### src/rtl/branch_update_scheduler_pkg.sv
// rtl/branch_update_scheduler_pkg.sv - shared types for the branch update scheduler
`ifndef ADDR_WIDTH
`define ADDR_WIDTH 32
`endif

package branch_update_scheduler_pkg;

    typedef enum logic {
        NOT_TAKEN = 1'b0,
        TAKEN     = 1'b1
    } BranchOutcome;

    // One resolved-branch feedback record as it travels through the queue
    typedef struct packed {
        logic [`ADDR_WIDTH-1:0] pc;
        BranchOutcome           prediction;
        BranchOutcome           prediction1;
        BranchOutcome           prediction2;
        BranchOutcome           outcome;
    } BranchFbEntry;

    typedef enum logic {
        CLEAR = 1'b0,
        RUN   = 1'b1
    } BranchSchedState;

endpackage

### src/rtl/branch_update_scheduler_fifo.sv
// rtl/branch_update_scheduler_fifo.sv - DEPTH-entry synchronous feedback FIFO (module branch_fb_fifo)
module branch_fb_fifo
    import branch_update_scheduler_pkg::*;
#(
    parameter int DEPTH = 4
) (
    input  logic                     clk,
    input  logic                     rst,
    input  logic                     push_i,
    input  logic                     pop_i,
    input  logic                     flush_i,
    input  BranchFbEntry             data_i,
    output logic                     full_o,
    output logic                     empty_o,
    output logic [$clog2(DEPTH):0]   count_o,
    output BranchFbEntry             head_o
);

    localparam int PTR_W = $clog2(DEPTH);

    BranchFbEntry       mem_q [DEPTH];
    logic [PTR_W-1:0]   wr_ptr_q;
    logic [PTR_W-1:0]   rd_ptr_q;
    logic [PTR_W:0]     count_q;
    logic               do_push;
    logic               do_pop;

    // Full/empty come only from the registered count, so a pop never frees a slot for the same cycle
    assign full_o  = (count_q == (PTR_W+1)'(DEPTH));
    assign empty_o = (count_q == '0);
    assign do_push = push_i && !full_o;
    assign do_pop  = pop_i && !empty_o;
    assign count_o = count_q;
    assign head_o  = mem_q[rd_ptr_q];

    // Entry storage; contents are only meaningful under count, so it carries no reset
    always_ff @(posedge clk) begin
        if (do_push && !flush_i && !rst) begin
            mem_q[wr_ptr_q] <= data_i;
        end
    end

    // Pointers wrap naturally at DEPTH (power of two); flush drops everything queued
    always_ff @(posedge clk) begin
        if (rst || flush_i) begin
            wr_ptr_q <= '0;
            rd_ptr_q <= '0;
            count_q  <= '0;
        end else begin
            if (do_push) begin
                wr_ptr_q <= wr_ptr_q + 1'b1;
            end
            if (do_pop) begin
                rd_ptr_q <= rd_ptr_q + 1'b1;
            end
            count_q <= count_q + (PTR_W+1)'(do_push) - (PTR_W+1)'(do_pop);
        end
    end

endmodule

### src/rtl/branch_update_scheduler.sv
// rtl/branch_update_scheduler.sv - feedback queue, table-clear walk and fetch gating; stats under BRANCH_UPDATE_SCHED_STATS_EN
`ifndef ADDR_WIDTH
`define ADDR_WIDTH 32
`endif

module branch_update_scheduler
    import branch_update_scheduler_pkg::*;
#(
    parameter int DEPTH      = 4,
    parameter int INDEX_BITS = 6,
    parameter int ADDR_WIDTH = `ADDR_WIDTH
) (
    input  logic                    clk,
    input  logic                    rst,
    input  logic                    i_fb_valid,
    input  logic [ADDR_WIDTH-1:0]   i_fb_pc,
    input  BranchOutcome            i_fb_prediction,
    input  BranchOutcome            i_fb_prediction1,
    input  BranchOutcome            i_fb_prediction2,
    input  BranchOutcome            i_fb_outcome,
    output logic                    o_fb_ready,
    input  logic                    i_flush_req,
    output logic                    o_upd_valid,
    output logic [ADDR_WIDTH-1:0]   o_upd_pc,
    output BranchOutcome            o_upd_prediction,
    output BranchOutcome            o_upd_prediction1,
    output BranchOutcome            o_upd_prediction2,
    output BranchOutcome            o_upd_outcome,
    input  logic                    i_upd_ready,
    output logic                    o_clr_valid,
    output logic [INDEX_BITS-1:0]   o_clr_index,
    output logic                    o_req_stall,
    output logic                    o_busy
`ifdef BRANCH_UPDATE_SCHED_STATS_EN
   ,output logic [15:0]             o_drop_count
   ,output logic [31:0]             o_upd_count
   ,output logic [$clog2(DEPTH):0]  o_max_occ
`endif
);

    localparam int PTR_W = $clog2(DEPTH);

    BranchSchedState        state_q;
    logic [INDEX_BITS-1:0]  clr_idx_q;
    logic                   clr_valid_q;
    logic                   stall_q;

    BranchFbEntry           fb_entry;
    BranchFbEntry           head;
    logic                   fifo_full;
    logic                   fifo_empty;
    logic [PTR_W:0]         fifo_count;
    logic                   push;
    logic                   pop;

    assign fb_entry.pc          = i_fb_pc;
    assign fb_entry.prediction  = i_fb_prediction;
    assign fb_entry.prediction1 = i_fb_prediction1;
    assign fb_entry.prediction2 = i_fb_prediction2;
    assign fb_entry.outcome     = i_fb_outcome;

    assign o_fb_ready  = !fifo_full;
    assign push        = i_fb_valid && o_fb_ready;
    assign o_upd_valid = (state_q == RUN) && !fifo_empty;
    assign pop         = o_upd_valid && i_upd_ready;

    assign o_upd_pc          = head.pc;
    assign o_upd_prediction  = head.prediction;
    assign o_upd_prediction1 = head.prediction1;
    assign o_upd_prediction2 = head.prediction2;
    assign o_upd_outcome     = head.outcome;

    assign o_clr_valid = clr_valid_q;
    assign o_clr_index = clr_idx_q;
    assign o_req_stall = stall_q;
    assign o_busy      = (state_q == CLEAR) || !fifo_empty;

    branch_fb_fifo #(
        .DEPTH   (DEPTH)
    ) u_fifo (
        .clk     (clk),
        .rst     (rst),
        .push_i  (push),
        .pop_i   (pop),
        .flush_i (i_flush_req),
        .data_i  (fb_entry),
        .full_o  (fifo_full),
        .empty_o (fifo_empty),
        .count_o (fifo_count),
        .head_o  (head)
    );

    // Clear walk FSM: one table entry per cycle, then RUN; a flush restarts the walk from index 0
    always_ff @(posedge clk) begin
        if (rst || i_flush_req) begin
            state_q     <= CLEAR;
            clr_idx_q   <= '0;
            clr_valid_q <= 1'b1;
            stall_q     <= 1'b1;
        end else begin
            case (state_q)
                CLEAR: begin
                    if (clr_idx_q == '1) begin
                        state_q     <= RUN;
                        clr_idx_q   <= '0;
                        clr_valid_q <= 1'b0;
                        stall_q     <= 1'b0;
                    end else begin
                        clr_idx_q   <= clr_idx_q + 1'b1;
                    end
                end
                RUN: begin
                    clr_valid_q <= 1'b0;
                    stall_q     <= 1'b0;
                end
                default: begin
                    state_q     <= CLEAR;
                    clr_idx_q   <= '0;
                    clr_valid_q <= 1'b1;
                    stall_q     <= 1'b1;
                end
            endcase
        end
    end

`ifdef BRANCH_UPDATE_SCHED_STATS_EN
    logic [15:0]    drop_cnt_q, drop_cnt_d;
    logic [31:0]    upd_cnt_q, upd_cnt_d;
    logic [PTR_W:0] max_occ_q, max_occ_d;
    logic [PTR_W:0] count_next;

    // Next-cycle occupancy so the peak tracks the count the FIFO is about to hold
    assign count_next = i_flush_req ? '0
                      : fifo_count + (PTR_W+1)'(push) - (PTR_W+1)'(pop);

    // Drops saturate, updates wrap; a pop in a flush cycle is discarded and not counted
    always_comb begin
        drop_cnt_d = drop_cnt_q;
        upd_cnt_d  = upd_cnt_q;
        max_occ_d  = max_occ_q;
        if (i_fb_valid && !o_fb_ready && (drop_cnt_q != 16'hFFFF)) begin
            drop_cnt_d = drop_cnt_q + 16'd1;
        end
        if (pop && !i_flush_req) begin
            upd_cnt_d = upd_cnt_q + 32'd1;
        end
        if (count_next > max_occ_q) begin
            max_occ_d = count_next;
        end
    end

    // Statistics survive flush; only reset clears them
    always_ff @(posedge clk) begin
        if (rst) begin
            drop_cnt_q <= '0;
            upd_cnt_q  <= '0;
            max_occ_q  <= '0;
        end else begin
            drop_cnt_q <= drop_cnt_d;
            upd_cnt_q  <= upd_cnt_d;
            max_occ_q  <= max_occ_d;
        end
    end

    assign o_drop_count = drop_cnt_q;
    assign o_upd_count  = upd_cnt_q;
    assign o_max_occ    = max_occ_q;
`endif

endmodule

### config.mk
export PLATFORM = sky130hd
export DESIGN_NAME = branch_update_scheduler
export DESIGN_NICKNAME = d
export VERILOG_FILES = /design/src/rtl/branch_update_scheduler_pkg.sv /design/src/rtl/branch_update_scheduler_fifo.sv /design/src/rtl/branch_update_scheduler.sv
export SDC_FILE = /design/constraint.sdc
export NUM_CORES = 1
export LEC_CHECK = 0
export CAP_MARGIN = 20
export CORE_MARGIN = 2
export CORE_UTILIZATION = 40
export DETAILED_ROUTE_END_ITERATION = 6
export PLACE_DENSITY_LB_ADDON = 0.25
export SYNTH_ARGS = -nofsm -noshare
export SYNTH_HDL_FRONTEND = slang
export SYNTH_HIERARCHICAL = 1
export SYNTH_SLANG_ARGS = --single-unit
### constraint.sdc
create_clock -name clk -period 4.22 [get_ports clk]
set_input_delay 1.266 -clock clk [delete_from_list [all_inputs] [get_ports clk]]
set_output_delay 1.266 -clock clk [all_outputs]
set_load 0.05 [all_outputs]
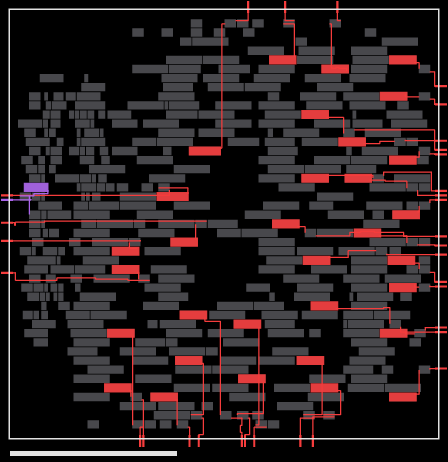
Figure 1: I/O nets highlighted.
Bar = 50 microns.
red -> o_upd_pc  # bits 32, direction output, end cells 32, buffers 32, wire 846 microns
purple -> o_clr_valid  # bits 1, direction output, end cells 1, buffers 1, wire 21.3 microns

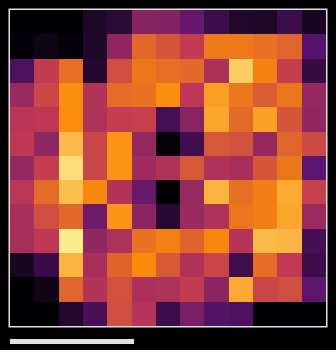
Figure 2: cell area per tile.
Bar = 50 microns. The die is cut into 13 by 13 equal tiles; black is low, pale yellow is high, 0 to 100% covered.
mean over tiles = 46%
tiles over 75% full = 12%
nearly empty tiles = 7.7%

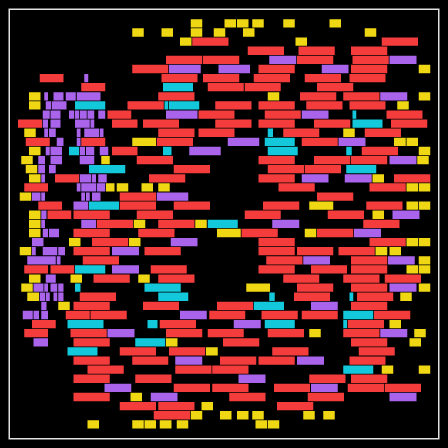
Figure 3: cells colored by class.
yellow -> remaining buffers and delay cells  # cells 93, share of their area 13%
purple -> combinational and other logic  # cells 109, share of their area 18%
cyan -> clock drivers and dummy loads  # cells 31, share of their area 7.6%
red -> sequential cells  # cells 161, share of their area 62%
design area: 0.00780 sq mm
register share of the cell area: 59.9%

==> CHANGELOG.md <==
## Implementation

* Detailed Route Iter0 Violations at 166
* Nets at 431
* Worst Max-Slew Pin Slew at 0.591 ns
* Max IR drop VDD at 0.261 mV
* HP Start: o_req_stall
* Final total power at 0.00340 W
* Post-Synth Adder-Cell Area at 1.76%
* RSZ-0062 raised after global routing: false
* Clock skew at 0.00723 ns
* Gate power share at 4.4%
* Via-to-Cell Ratio at 5.04
* Max stage delay on crit path at 0.73 ns
* Clock network fraction of total power at 43.9%
* Sw Pwr at 0.000662 W
* Crit share post-route at 86.9%
* WP buf/inv at 2
* Number of global-route vias before repair at 3144
* Non-filler cells, final at 582
* Setup Fix Bufs, Post-CTS at 0
* Crit. End Element: primary output
* Mux cell area share at 14.3%
* Req. time, crit path at 2.95 ns
* Post-synth seq share at 76.1%
* Yosys reg bits at 161
* CTS tree: yes
* Yosys top cell by area: edfxtp_1
* Initial antenna violation count at 0
* Dominant comb cell: multiplexers
* Area leader share at 70.6%
* Final worst-path setup slack at 0.553 ns
* Global-route wire length before repair at 16.6 mm
* Core area at 0.0151 sq mm
* WL/cell at 18.2 microns
* Post-synthesis cell count at 281
* Chip area in the Yosys report at 0.00613 sq mm
* N_diodes at 0
* Biggest area cells: edfxtp_1, mux4_2, dfxtp_1
* Area fraction in compound gates at 1.23%
* Distinct lib cells at 35
* Fillers at 1249
* RD Place Congestion at 0.728
* Yosys stat cell total at 281
* Clock Path Buffers at 2
* Status: complete, no violations
* Final HPWL from detailed placement at 6.35 mm
* Finish-stage setup viols at 0
* Layout cells sized above 1 at 18.5%
* Gr ovfl total at 0
* Internal power at 0.00274 W
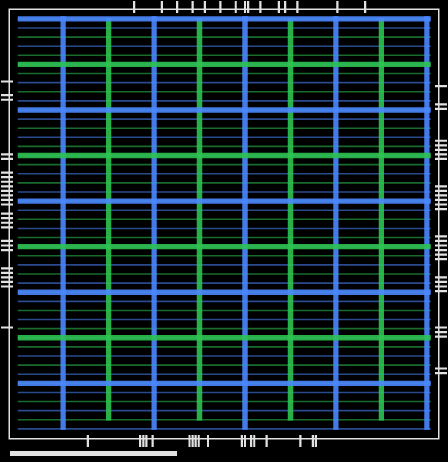
Figure 4: supply network.
Bar = 50 microns. Pins as bars on the die edge.
blue -> VSS
green -> VDD
met5 straps = 9
met4 straps = 9
signal pins = 88

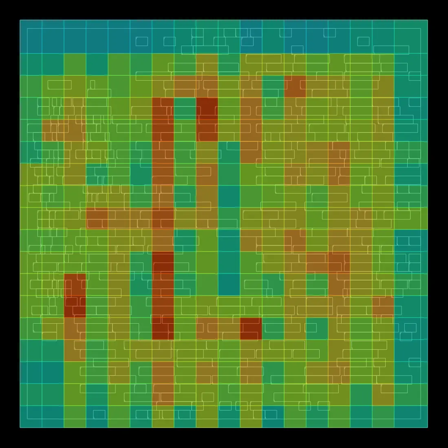
Figure 5: congestion heat map.
busiest metal layer after global routing: met2
met3 usage: 5.76%

power groups by stage:
stage | Sequential [W] | Clock (W) | Combinational, W
after floorplan | 0.00180 | 0 | 0.0000642
after global routing | 0.00176 | 0.00160 | 0.000160
after global placement | 0.00179 | 0 | 0.000148
after detailed placement | 0.00179 | 0 | 0.000151
after CTS | 0.00176 | 0.00153 | 0.000152
final | 0.00176 | 0.00149 | 0.000149
cell type report:
| type | instances | area, sq um | area share (%) |
|---|---|---|---|
| clock inverter | 12 | 143 | 1.83 |
| timing repair buffer | 93 | 966 | 12.4 |
| tap | 188 | 235 | 3.02 |
| inverter | 8 | 30.0 | 0.385 |
| clock buffer | 19 | 433 | 5.55 |
| sequential | 161 | 4670 | 59.9 |
| multi-input combinational | 101 | 1320 | 17.0 |
per-layer routing:
layer	part of all wire [%]	routed length, microns	global-route usage (%)	vias up
met3	7.2	763	5.76	12
li1	-	-	-	1341
met1	41	4320	16.1	1493
met5	0	0	0	-
met2	50	5290	23.2	85
met4	1.8	189	6.40	0
worst min path at each step:
stage | end | cells after the start
4_1_cts | o_req_stall | 1
3_3_place_gp | o_req_stall | 1
3_5_place_dp | o_req_stall | 1
6_report | o_req_stall | 1
5_1_grt | o_req_stall | 1
2_1_floorplan | flip-flop | 2
state kept, by name, summed over array words and instances (netlist names), named ones only:
| signal | flops |
|---|---|
| u_fifo/rd_ptr_q | 2 |
| o_req_stall | 1 |
| u_fifo/count_o | 3 |
| state_q | 1 |
| o_clr_index | 6 |
| u_fifo/mem_q | 144 |
| u_fifo/wr_ptr_q | 2 |
synth_stat cells (4+ instances only):
cell type / n
and3_1: 4
dfxtp_1: 17
edfxtp_1: 144
ha_1: 7
inv_1: 8
mux2i_1: 4
mux4_1: 6
mux4_2: 30
nand2_1: 8
nor2_1: 5
nor3_1: 5
or3_1: 4
Power figures rest on the tool's default switching activity, not on a simulated workload.
